## src/rtl/npm_toggle_phy_init_seq.sv

```systemverilog
// npm_toggle_phy_init_seq: NAND Toggle PHY bring-up sequencer (reset pulse, settle, tap load, ready wait).
// Optional tap-wait abort enabled by defining PHY_INIT_TIMEOUT_EN.
module npm_toggle_phy_init_seq #(
  parameter int ResetHoldCycles = 16,
  parameter int SettleCycles    = 4,
  parameter int TapBlankCycles  = 2,
  parameter int TapLoadTimeout  = 1023
) (
  input  logic       iSystemClock,
  input  logic       iReset,
  input  logic       iNANDPowerOnEvent,
  input  logic       iStart,
  input  logic [4:0] iTapValue,
  output logic       oReady,
  output logic       oLastStep,
  output logic       oTimeout,
  output logic       oPI_Reset,
  output logic       oPI_BUFF_Reset,
  output logic       oPO_Reset,
  output logic       oPIDelayTapLoad,
  output logic [4:0] oPIDelayTap,
  input  logic       iPIDelayReady
);
  localparam int MaxA   = ResetHoldCycles > SettleCycles ? ResetHoldCycles : SettleCycles;
  localparam int MaxB   = TapLoadTimeout > TapBlankCycles ? TapLoadTimeout : TapBlankCycles;
  localparam int MaxCnt = MaxA > MaxB ? MaxA : MaxB;
  localparam int CW     = $clog2(MaxCnt + 1);
  typedef enum logic [2:0] {IDLE, RST, SETTLE, TAPLD, TAPWAIT, DONE} state_t;
  state_t state, nxt;
  logic [CW-1:0] cnt, cnt_nxt;
  logic qual, tmo;
`ifdef PHY_INIT_TIMEOUT_EN
  // Counter runs TapLoadTimeout-1..0 through the wait; elapsed cycles = WaitLoad - cnt.
  localparam logic [CW-1:0] WaitLoad = CW'(TapLoadTimeout - 1);
  localparam int QualMax = TapLoadTimeout - 1 - TapBlankCycles;
  assign qual = int'(cnt) <= QualMax;
  assign tmo  = cnt == '0 && !(qual && iPIDelayReady);
`else
  // Counter only measures the blanking window and then parks at zero.
  localparam logic [CW-1:0] WaitLoad = CW'(TapBlankCycles);
  assign qual = cnt == '0;
  assign tmo  = 1'b0;
`endif
  always_comb begin
    nxt = state;
    case (state)
      IDLE:    nxt = iStart ? RST : IDLE;
      RST:     nxt = cnt == '0 ? SETTLE : RST;
      SETTLE:  nxt = cnt == '0 ? TAPLD : SETTLE;
      TAPLD:   nxt = TAPWAIT;
      TAPWAIT: nxt = (qual && iPIDelayReady) || tmo ? DONE : TAPWAIT;
      DONE:    nxt = IDLE;
      default: nxt = IDLE;
    endcase
    if (iNANDPowerOnEvent) nxt = RST;
    cnt_nxt = cnt == '0 ? cnt : cnt - 1'b1;
    if (nxt != state || iNANDPowerOnEvent)
      cnt_nxt = nxt == RST ? CW'(ResetHoldCycles - 1) :
                nxt == SETTLE ? CW'(SettleCycles - 1) :
                nxt == TAPWAIT ? WaitLoad : '0;
  end
  always_ff @(posedge iSystemClock) begin
    if (!iReset) begin
      state           <= IDLE;
      cnt             <= '0;
      oPIDelayTap     <= 5'd28;
      oReady          <= 1'b1;
      oLastStep       <= 1'b0;
      oTimeout        <= 1'b0;
      oPI_Reset       <= 1'b0;
      oPI_BUFF_Reset  <= 1'b0;
      oPO_Reset       <= 1'b0;
      oPIDelayTapLoad <= 1'b0;
    end else begin
      state           <= nxt;
      cnt             <= cnt_nxt;
      oPIDelayTap     <= state == IDLE && iStart ? iTapValue : oPIDelayTap;
      oReady          <= nxt == IDLE;
      oLastStep       <= nxt == DONE;
      oTimeout        <= nxt == DONE && tmo;
      oPI_Reset       <= nxt == RST;
      oPI_BUFF_Reset  <= nxt == RST;
      oPO_Reset       <= nxt == RST;
      oPIDelayTapLoad <= nxt == TAPLD;
    end
  end
endmodule

```

## config.mk

```make
export PLATFORM = sky130hd
export DESIGN_NAME = npm_toggle_phy_init_seq
export DESIGN_NICKNAME = d
export VERILOG_FILES = /design/src/rtl/npm_toggle_phy_init_seq.sv
export SDC_FILE = /design/constraint.sdc
export NUM_CORES = 1
export LEC_CHECK = 0
export ABC_AREA = 0
export CORE_MARGIN = 2
export CORE_UTILIZATION = 55
export CTS_CLUSTER_DIAMETER = 150
export CTS_CLUSTER_SIZE = 30
export DETAILED_ROUTE_END_ITERATION = 10
export PLACE_DENSITY = 0.83
export SYNTH_ARGS = -nofsm -noshare
export SYNTH_HDL_FRONTEND = slang
export SYNTH_SLANG_ARGS = --single-unit
```

## constraint.sdc

```tcl
create_clock -name iSystemClock -period 3 [get_ports iSystemClock]
set_clock_uncertainty 0.1 [all_clocks]
set_input_delay 0.9 -clock iSystemClock [delete_from_list [all_inputs] [get_ports iSystemClock]]
set_output_delay 0.9 -clock iSystemClock [all_outputs]
set_load 0.02 [all_outputs]
```

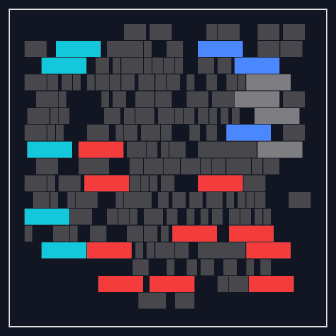
Figure 1: where the registers sit.
[state] blue | flops: 3
[cnt] red | flops: 10
[oPIDelayTap] cyan | flops: 5
not colored: 4

==> impl_metrics.yaml <==
# generated from flow reports
global_route:
  grt_overflow_total: 0
  grt_pass1_wl_mm: 4.28
  grt_antenna_before_repair: 0
  grt_max_degree: 19
  track_usage_pct: 21.8
clock_network:
  cts_tree: "yes"
  clock_sinks: 22
  cts_buffer_depth: 2
  cts_setup_buffers: 0
  hold_buffers: 0
  root_buffer: "clkbuf_4"
  path_clk_slew_ns: 0.11
  numCtsBuffers: 3
  clk_latency_ns: 0.31
floorplan:
  io_pins: 22
  fp_util_pct: 57.0
  chipArea_um2: 2620
  fp-row-count: 17
  core_area_um2: 2150
sta:
  tightest_slew_ns: 0.563
  rsz0062_at_grt: "false"
  finalHoldViolCount: 0
  fmax_mhz: 410
  setup_viol: 0
  fin_crit_sh_pct: 81.3
  fin_tns_setup_ns: 0
  hold_ws_ns: 0.382
  slew_headroom_pct: 62.4
cells_and_area:
  fin_cells: 194
  drive_gt1_share_pct: 9.04
  area_delta_synth_final_pct: 18.1
  design_area_um2: 1450
  nNetsFinal: 178
yosys:
  synth.area.mux_share_pct: 3.37
  syn_area_per_cell_um2: 8.10
  synth_nets: 162
  syn-instance-count: 151
  synth_area_um2: 1220
  synth-warning-count: 0
  fa_ha_area_share_pct: 1.02
  ys_cells: 151
  edf_count: 0
  ys_area_um2: 1220
  synth_cell_types: 43
  logic_family: "simple AND/OR/NAND/NOR gates"
  synth-xor-area-share_pct: 2.86
worst_setup_path:
  cp_max_fo: 9
  critPathCaptureType: "flop"
  required_ns: 3.15
  critPathLaunchType: "input port"
  slowest_stage: "clkdlybuf4s50_1"
  worst_path_largest_cell_delay_ns: 0.56
  r2r_cells: 7
  worstPathCellList: "clkdlybuf4s50_1, inv_1, and4_1, nand2b_1, nand4_1, a21oi_1"
  cp.arrival_ns: 2.58
  r2r_start: "cnt[0]"
  crit_buf_inv: 2
placed_design:
  hpwl_mm: 1.93
  gp_congestion: 0.870
  port_buffers: 20
  dpl_cell_area_um2: 1410
detailed_routing:
  dr_total_vias: 1126
  drt-pass1-iter-count: 5
  post_drt_wl_per_cell_um: 12.8
  drt-total-wl_mm: 2.49
  avgViaCountPerCell: 5.80
  first_iter_violations: 23
worst_hold_path:
  hp-start: "oPIDelayTap[1]"
  min-delay-path-class: "reg -> reg"
  min_to: "oPIDelayTap[1]"
flow_run:
  drv_cap: 0
  warning_count: 26
power:
  cellPowerDensity_nw_per_um2: 463
  intPower_uw: 468
  sw_frac_of_total_pct: 30.1
  vdd_drop_max_uv: 351
  pwr-share-comb_pct: 26.8
outcome:
  status: "completed"
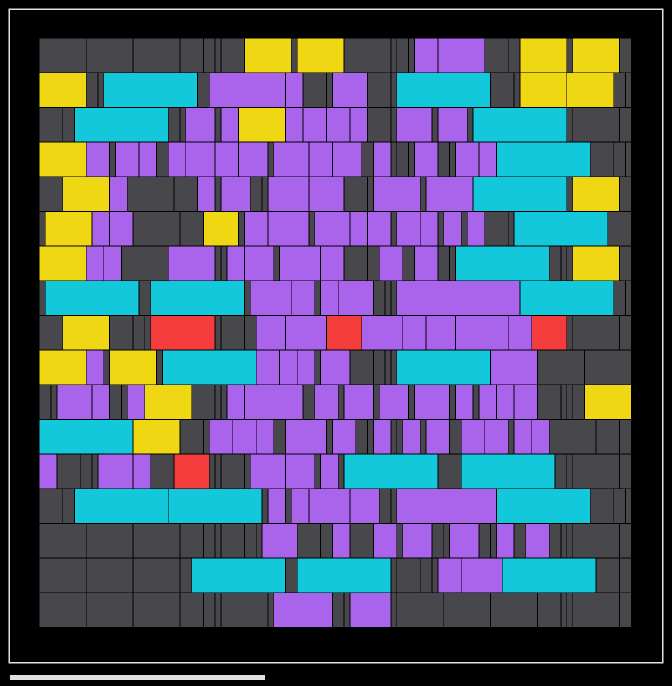
Figure 2: placed cells, one color a class.
Scale bar: 20 um. Fill, decap, tap and diode cells in gray.
[flip-flops] cyan | cells: 22 | share of their area: 31%
[other buffers and delay cells] yellow | cells: 21 | share of their area: 15%
[clock drivers and dummy loads] red | cells: 4 | share of their area: 2.6%
[all other logic] purple | cells: 119 | share of their area: 51%

-- layout by cell type, fill, tap and decap left out, types with 2 or more instances in the layout --
master and n:
clkdlybuf4s50_1 20, o31ai_1 2, o21a_1 2, nand4_1 3, xnor2_1 3, or2_1 2, o21ai_0 6, mux2i_1 3
nor3_1 5, nor2_1 16, inv_1 4, a311oi_1 2, nor3b_1 2, dfxtp_1 22, a21oi_1 12, nand2b_1 4
a21boi_0 2, and4_1 2, nand2_1 18, clkbuf_4 3, and3_1 2, nand3_1 8, nor3_2 2
-- worst reg2reg max path: cells and delay by family, from the launching register on --
family,cells,cell delay [ns]
AND/OR/NAND/NOR,2,0.88
multiplexers,1,0.22
adder cells (fa/ha/maj),1,0.20
buffers and inverters,1,0.09
AND-OR/OR-AND,2,0.31
flip-flops,1,0.36
-- how the worst max path moves through the flow --
stage                       from  endpoint  slack [ns]  cells after the start
2_1_floorplan  iNANDPowerOnEvent    cnt[8]        0.94                      6
3_3_place_gp   iNANDPowerOnEvent    cnt[8]        0.32                      6
3_5_place_dp   iNANDPowerOnEvent    cnt[8]        0.25                      6
4_1_cts        iNANDPowerOnEvent    cnt[8]        0.58                      6
5_1_grt        iNANDPowerOnEvent    cnt[8]        0.46                      6
6_report       iNANDPowerOnEvent    cnt[8]        0.56                      6
-- metrics by stage --
step	total power [mW]	worst slack, ns
after floorplan	0.463	0.942
after global placement	0.510	0.317
after detailed placement	0.516	0.248
after CTS	0.677	0.579
after global routing	0.715	0.456
final	0.669	0.561
-- layer usage --
layer | up-vias | track usage (%) | part of all wire (%)
met5 | - | 0 | 0
met4 | 0 | 5.41 | 0.96
met3 | 4 | 7.60 | 6.5
met2 | 39 | 37.4 | 49
met1 | 520 | 25.9 | 43
li1 | 563 | - | -
-- registers in the layout (all words and copies together) (netlist names) --
| register | cells |
|---|---|
| oLastStep | 1 |
| oPIDelayTap | 5 |
| oReady | 1 |
| oPO_Reset | 1 |
| cnt | 10 |
| oPIDelayTapLoad | 1 |
| state | 3 |
-- final cells by class --
class / count / area (um^2) / area share, %
Sequential cell: 22 / 440 / 30.5
Tap cell: 28 / 35.0 / 2.42
Multi-Input combinational cell: 114 / 707 / 48.9
Inverter: 5 / 18.8 / 1.30
Clock buffer: 4 / 36.3 / 2.51
Timing Repair Buffer: 21 / 208 / 14.4
-- power by group through the flow --
| stage | registers [mW] | logic [mW] | clock network, mW |
|---|---|---|---|
| 6_report | 0.331 | 0.179 | 0.159 |
| 5_1_grt | 0.334 | 0.197 | 0.184 |
| 4_1_cts | 0.330 | 0.180 | 0.167 |
| 3_5_place_dp | 0.337 | 0.179 | 0 |
| 3_3_place_gp | 0.335 | 0.175 | 0 |
| 2_1_floorplan | 0.340 | 0.123 | 0 |
-- cell usage after synthesis (3+ instances only) --
library cell	n	area, um^2
mux2i_1	3	30.0
xnor2_1	3	26.3
nor2_1	16	60.1
dfxtp_1	22	440
o21ai_0	6	30.0
inv_1	4	15.0
a21oi_1	12	60.1
nand3_1	8	40.0
nand2_1	18	67.6
buf_4	4	30.0
nand2b_1	4	25.0
nand4_1	3	18.8
buf_2	4	20.0
nor3_1	5	25.0
Power figures rest on the tool's default switching activity, not on a simulated workload.
